### src/rtl/cntr_ctrl.sv
// Run controller for a mod-N up/down counter: accepts START/STOP/CLEAR commands,
// drives the counter's enable/direction/clear, counts run length and flags wraps.
module cntr_ctrl #(
   parameter int WIDTH  = 4,
   parameter int MAXCNT = 12,
   parameter int LENW   = 8
) (
   input  logic            clk,
   input  logic            reset,
   input  logic            cmd_valid,
   output logic            cmd_ready,
   input  logic [1:0]      cmd_op,
   input  logic [LENW-1:0] cmd_len,
   input  logic [WIDTH-1:0] cnt_q,
   output logic            cnt_en,
   output logic            cnt_up,
   output logic            cnt_clr,
   output logic [LENW-1:0] remain,
   output logic            busy,
   output logic            done,
   output logic            wrap
);

   typedef enum logic [1:0] {
      ST_IDLE = 2'd0,
      ST_RUN  = 2'd1,
      ST_CLR  = 2'd2,
      ST_DONE = 2'd3
   } state_t;

   localparam logic [1:0]       OP_START_UP = 2'b00;
   localparam logic [1:0]       OP_STOP     = 2'b10;
   localparam logic [1:0]       OP_CLEAR    = 2'b11;
   localparam logic [WIDTH-1:0] MAX_V       = WIDTH'(MAXCNT);

   state_t            state_q, state_d;
   logic [LENW-1:0]   remain_q, remain_d;
   logic              up_q, up_d;
   logic              wrap_q, wrap_d;
   logic              accept;

   always_ff @(posedge clk or negedge reset) begin
      if (!reset) begin
         state_q  <= ST_IDLE;
         remain_q <= '0;
         up_q     <= 1'b1;
         wrap_q   <= 1'b0;
      end else begin
         state_q  <= state_d;
         remain_q <= remain_d;
         up_q     <= up_d;
         wrap_q   <= wrap_d;
      end
   end

   always_comb begin
      state_d  = state_q;
      remain_d = remain_q;
      up_d     = up_q;
      accept   = cmd_valid & cmd_ready;
      // Out-of-range counter values never match either terminal, so no wrap is raised.
      wrap_d   = (state_q == ST_RUN) && (up_q ? (cnt_q == MAX_V) : (cnt_q == '0));

      unique case (state_q)
         ST_IDLE: begin
            if (accept) begin
               if (!cmd_op[1]) begin
                  state_d  = ST_RUN;
                  remain_d = cmd_len;
                  up_d     = (cmd_op == OP_START_UP);
               end else if (cmd_op == OP_CLEAR) begin
                  state_d = ST_CLR;
               end
            end
         end
         ST_RUN: begin
            // An accepted command always wins over length expiry.
            if (accept) begin
               if (!cmd_op[1]) begin
                  remain_d = cmd_len;
                  up_d     = (cmd_op == OP_START_UP);
               end else if (cmd_op == OP_STOP) begin
                  state_d  = ST_IDLE;
                  remain_d = '0;
               end else begin
                  state_d  = ST_CLR;
                  remain_d = '0;
               end
            end else if (remain_q == LENW'(1)) begin
               state_d  = ST_DONE;
               remain_d = '0;
            end else if (remain_q > LENW'(1)) begin
               remain_d = remain_q - LENW'(1);
            end
         end
         ST_CLR:  state_d = ST_IDLE;
         ST_DONE: state_d = ST_IDLE;
         default: state_d = ST_IDLE;
      endcase
   end

   assign cnt_en    = (state_q == ST_RUN);
   assign cnt_clr   = (state_q == ST_CLR);
   assign cmd_ready = (state_q == ST_IDLE) || (state_q == ST_RUN);
   assign busy      = (state_q != ST_IDLE);
   assign done      = (state_q == ST_DONE);
   assign cnt_up    = up_q;
   assign remain    = remain_q;
   assign wrap      = wrap_q;

endmodule

### config.mk
export PLATFORM = sky130hd
export DESIGN_NAME = cntr_ctrl
export DESIGN_NICKNAME = d
export VERILOG_FILES = /design/src/rtl/cntr_ctrl.sv
export SDC_FILE = /design/constraint.sdc
export NUM_CORES = 1
export LEC_CHECK = 0
export ABC_AREA = 1
export CAP_MARGIN = 20
export CELL_PAD_IN_SITES_DETAIL_PLACEMENT = 1
export CELL_PAD_IN_SITES_GLOBAL_PLACEMENT = 1
export CORE_MARGIN = 2
export CORE_UTILIZATION = 26
export CTS_CLUSTER_SIZE = 28
export DETAILED_ROUTE_END_ITERATION = 16
export PLACE_DENSITY_LB_ADDON = 0.1
export SYNTH_ARGS = -nofsm -noshare
export SYNTH_HDL_FRONTEND = slang
export SYNTH_SLANG_ARGS = --single-unit
### constraint.sdc
create_clock -name clk -period 1.3 [get_ports clk]
set_input_delay 0.39 -clock clk [delete_from_list [all_inputs] [get_ports clk]]
set_output_delay 0.39 -clock clk [all_outputs]
set_load 0.005 [all_outputs]
==> qor.csv, run 1 <==
metric,value,unit
status,"finished, violations left",
violations,setup timing,
buf_share,0.3881,
relSlewSlack,0.8330,
worstPathArrival,1.84,ns
crit_end,remain[7],
fin_crit_sh,1.241,
antenna_found_initial,0,
power.leakage,0.9100,nW
comb_cells,102,
fin_worst_skew,0.005826,ns
setup_ws,-0.3137,ns
dpl_cell_area,0.001436,sq mm
vias_per_cell,4.694,
ant_nets,0,
stdcell_count,255,
finalWirelength,3.967,mm
fin_util,0.5641,
place_inst,227,
comb_share,0.3524,
cp-startpoint,remain[2],
n_tap_cell,44,
grt_start_max_net_pins,13,
synth.largest_area_cell,dfrtp_1,
finish.instance_area,0.001750,sq mm
ir_worst_vdd,1138,uV
yosys_cells,128,
edf_count,0,
p_per_area,2219,mW/mm^2
met2WireLength,2.061,mm
ys_sh_adder,0.02915,
finalSetupViolations,20,
boundaryPins,32,
mux_share,0,
grt_pass1_vias,1193,
fp.dieH,61.46,microns
logic_area,616.8,sq um
critPathKind,flop to flop,
dominant_cells,buffers,
critPathLaunchType,flop,
cts.clk_slew.worst_paths,0.09,ns
yosys_area,858.3,sq um
==> run 1: report_power, final <==
group          leakage, nW  switching [mW]  internal [mW]  total, mW
Clock               0.0150           0.152          0.119      0.271
Combinational        0.749            1.46           1.49       2.95
Sequential           0.146           0.119          0.546      0.666
==> run 1: state kept, by name (all words and copies together), names as in the netlist <==
name and flops:
remain 8, state_q 2, cnt_up 1, wrap 1
==> run 1: critical path, delay by kind of cell, from the launching register on <==
kind	cells	cell delay (ns)
buffers and inverters	2	0.29
and+or+nand+nor	6	0.57
DFF	1	0.40
AOI/OAI and AO/OA	1	0.28
==> run 1: repair_timing <==
| action | 4_1_cts | 5_1_grt |
|---|---|---|
| setup endpoints to repair | 25 | 23 |
| gates resized | 64 | 30 |
| gates cloned | 1 | 0 |
| pin swaps | 2 | 7 |
| setup buffers | 15 | 9 |
**Run 1: cell classes on the final placement**

Drawn at 6 px/micron. Fill, decap, tap and diode cells in gray.
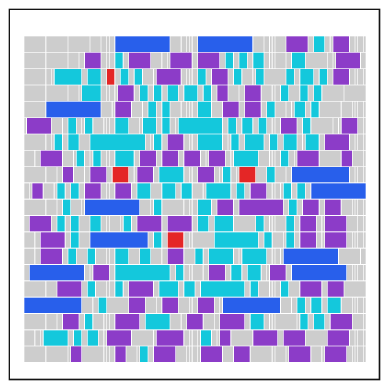
- sequential cells: blue (cells 12)
- remaining buffers and delay cells: purple (cells 78)
- clock drivers and dummy loads: red (cells 4)
- combinational and other logic: cyan (cells 117)

**Run 1: routing congestion map**

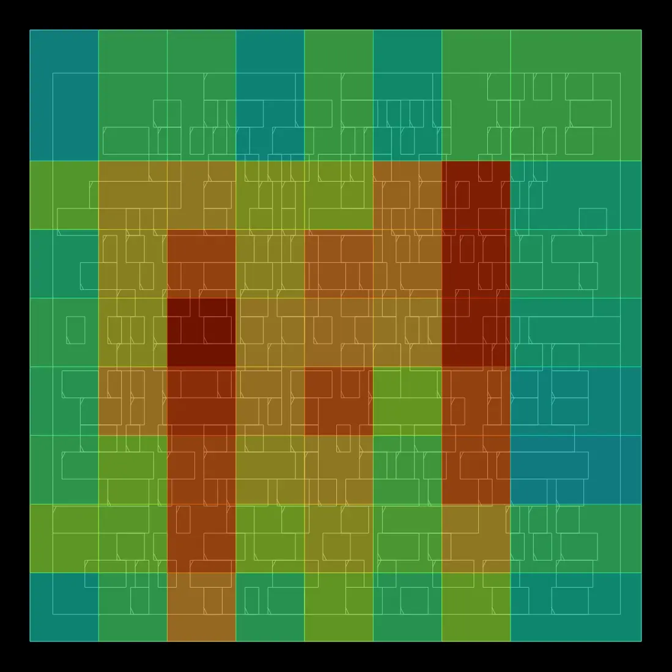
met1 usage: 0.2433
grt met3 use: 0.04622
mean routed wirelength per cell: 15.56 microns

**Run 1: signal wires on met3**

Drawn at 8 px/micron.
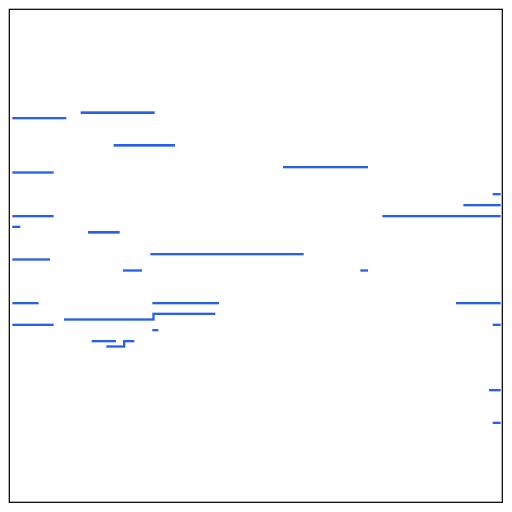
- wire length on this layer: 143 microns
- share of all routed wire: 3.6%
- longest straight run: 18.9 microns
- main direction: horizontal
- nets with wire on the layer: 20

==> run 2, diff against run 1 <==
--- a/config.mk
+++ b/config.mk
@@ -14,6 +14,7 @@
 export CTS_CLUSTER_SIZE = 28
 export DETAILED_ROUTE_END_ITERATION = 16
 export PLACE_DENSITY_LB_ADDON = 0.1
+export SLEW_MARGIN = 20
 export SYNTH_ARGS = -nofsm -noshare
 export SYNTH_HDL_FRONTEND = slang
 export SYNTH_SLANG_ARGS = --single-unit
**Run 2: drive-strength map**

Drawn at 6 px/micron.
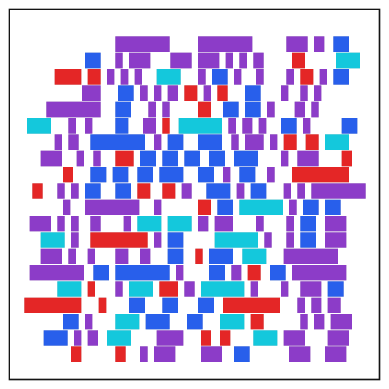
- _6 and larger: cyan (cells 18; share 8.5%; most used buf_6)
- _3 and _4 cells: blue (cells 51; share 24%; most used buf_4)
- _0 and _1 cells: purple (cells 111; share 53%; most used nand2_1)
- _2 cells: red (cells 31; share 15%; most used nand2_2)

==> run 2 against run 1 <==
The flow still finishes with violations (setup timing). First-iteration DRC count unchanged. Cell area unchanged. Wire length unchanged. Final cell count unchanged. Sequential power about the same.
==> qor.csv, run 2 <==
metric,value,unit
largest_reg_flops,8,
power.internal,2.157,mW
power_leader,combinational logic,
clkPwrFrac,0.070,
dominant_cells,buffers,
ir_worst_vdd,1138,uV
violations,setup timing,
wire_per_inst,15.56,microns
p_comb,2.95,mW
finalSetupViolations,20,
setup_ws,-0.3137,ns
finalWirelength,3.967,mm
buf_share,0.3881,
power.clock.total,271,uW
relSlewSlack,0.8330,
n_tap_cell,44,
status,"finished, violations left",
power.switching,1.728,mW
vias_per_cell,4.694,
pwr-share-comb,0.759,
fin_worst_skew,0.005826,ns
worst-path-stages,9,
crit_end,remain[7],
critPathKind,flop to flop,
postCtsSetupRepairBufs,15,
cp-startpoint,remain[2],
synth.largest_area_cell,dfrtp_1,
p_per_area,2219,mW/mm^2
logic_area,616.8,sq um
p_seq,666,uW
comb_share,0.3524,
fp.dieH,61.46,microns
yosys_cells,128,
comb_cells,102,
yosys_area,858.3,sq um
path_buffers,2,
antenna_found_initial,0,
cts_resized,64,
critPathLaunchType,flop,
critical_path.top_delay_family,simple AND/OR/NAND/NOR gates,
grt_pass1_vias,1193,
boundaryPins,32,
**Run 2: gate families picked out**

Drawn at 6 px/micron.
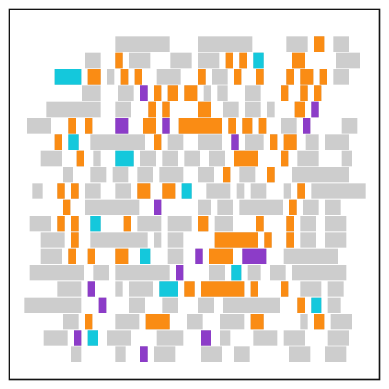
- nand cells: orange (cells 70)
- aoi and oai cells: cyan (cells 11)
- inv cells: purple (cells 15)

-- run 2: logic make-up (layout without fill, tap and decap cells) --
logic type | count (synthesis) | in the layout | synth area share
XOR/XNOR | 3 | 3 | 0.03062
flip-flops | 12 | 12 | 0.3513
AND-OR/OR-AND | 11 | 11 | 0.06559
buffers and inverters | 15 | 97 | 0.06996
adder cells (fa/ha/maj) | 2 | 2 | 0.02915
AND/OR/NAND/NOR | 85 | 86 | 0.4533
-- run 2: metal layers --
| metal | share of wire | global-route usage | vias up |
|---|---|---|---|
| li1 | - | - | 566 |
| met1 | 0.42 | 0.2433 | 591 |
| met2 | 0.52 | 0.3845 | 31 |
| met3 | 0.036 | 0.04622 | 9 |
| met4 | 0.020 | 0.03951 | 0 |
| met5 | 0 | 0 | - |
==> run 3, diff against run 2 <==
--- a/config.mk
+++ b/config.mk
@@ -9,6 +9,7 @@
 export CAP_MARGIN = 20
 export CELL_PAD_IN_SITES_DETAIL_PLACEMENT = 1
 export CELL_PAD_IN_SITES_GLOBAL_PLACEMENT = 1
+export CORE_ASPECT_RATIO = 1.75
 export CORE_MARGIN = 2
 export CORE_UTILIZATION = 26
 export CTS_CLUSTER_SIZE = 28
**Run 3: cell classes on the final placement**

Drawn at 6 px/micron. Fill, decap, tap and diode cells in gray.
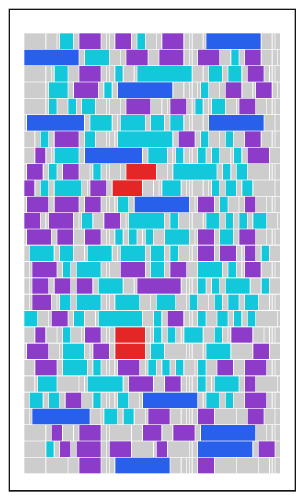
- remaining buffers and delay cells: purple (cells 80)
- combinational and other logic: cyan (cells 117)
- clock drivers and dummy loads: red (cells 4)
- sequential cells: blue (cells 12)

==> run 3 against run 2 <==
The run still ends with setup timing left. Die size rose by 0.47%. Synthesized area did not move. Cell area rose by 6.8%. Flip-flop count did not move. Utilization rose by 3.1 points. Synthesized cell count did not move. Hold slack improved by 0.050 ns. Maximum frequency rose by 7.4%. Largest cell class is now multi-input combinational cells. Combinational power rose by 5%.
==> qor.csv, run 3 <==
metric,value,unit
wire_per_inst,14.81,microns
finish.instance_area,0.001869,sq mm
wl_met3,79,microns
grt_start_max_net_pins,13,
vias_per_cell,4.539,
edf_count,0,
boundaryPins,32,
power.internal,2.396,mW
crit_end,busy,
ir_worst_vdd,1013,uV
place_inst,226,
fin_worst_skew,0.005635,ns
yosys_area,858.3,sq um
stdcell_count,256,
power_leader,combinational logic,
mux_share,0,
grt_pass1_vias,1227,
logic_family,simple AND/OR/NAND/NOR gates,
p_per_area,2242,mW/mm^2
ys_sh_adder,0.02915,
violations,setup timing,
yosys.area_share.xor_xnor,0.03061,
cts.clk_slew.worst_paths,0.06,ns
aoi_share,0.06560,
power.leakage,0.9737,nW
cp-startpoint,state_q[1],
finalWirelength,3.791,mm
ant_nets,0,
antenna_found_initial,0,
p_seq,662,uW
met2WireLength,2.422,mm
swShare,0.4285,
grtUsageMet1,0.2000,
clkPwrFrac,0.101,
critPathKind,flop to output port,
status,"finished, violations left",
pwr-share-seq,0.158,
finalSetupViolations,15,
power.clock.total,423,uW
relSlewSlack,0.8429,
setup_ws,-0.2023,ns
top_layer_used,met4,
met3_usage,0.01584,
**Run 3: routing congestion map**

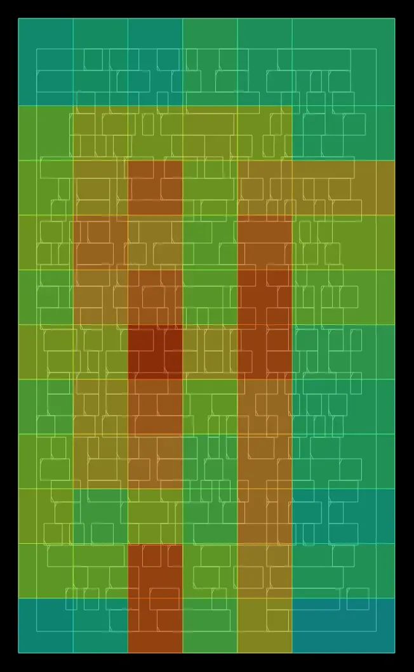
GRT busiest layer: met2
fin util: 0.5950
grt met2 use: 0.4176

run 3: what timing repair did:
item | CTS | global route
pin swaps | 10 | 13
cloned | 1 | 0
buffers inserted | 17 | 8
endpoints found under the setup margin | 25 | 20
resized | 84 | 30
run 3: area by class of cell:
cell class                      count  area, sq um
Inverter                           15        81.33
Multi-Input combinational cell    102        695.7
Clock buffer                        4        55.05
Timing Repair Buffer               80        679.4
Sequential cell                    12        304.0
Tap cell                           43        53.80
Fill cell                         397         1272
run 3: worst max-delay path, delay by kind of cell (launching register included):
kind,cells,cell delay (ns)
flip-flops,1,0.40
buffers and inverters,4,0.40
AND/OR/NAND/NOR,1,0.07
No activity file was given, so power comes from the tool's default toggle rates.
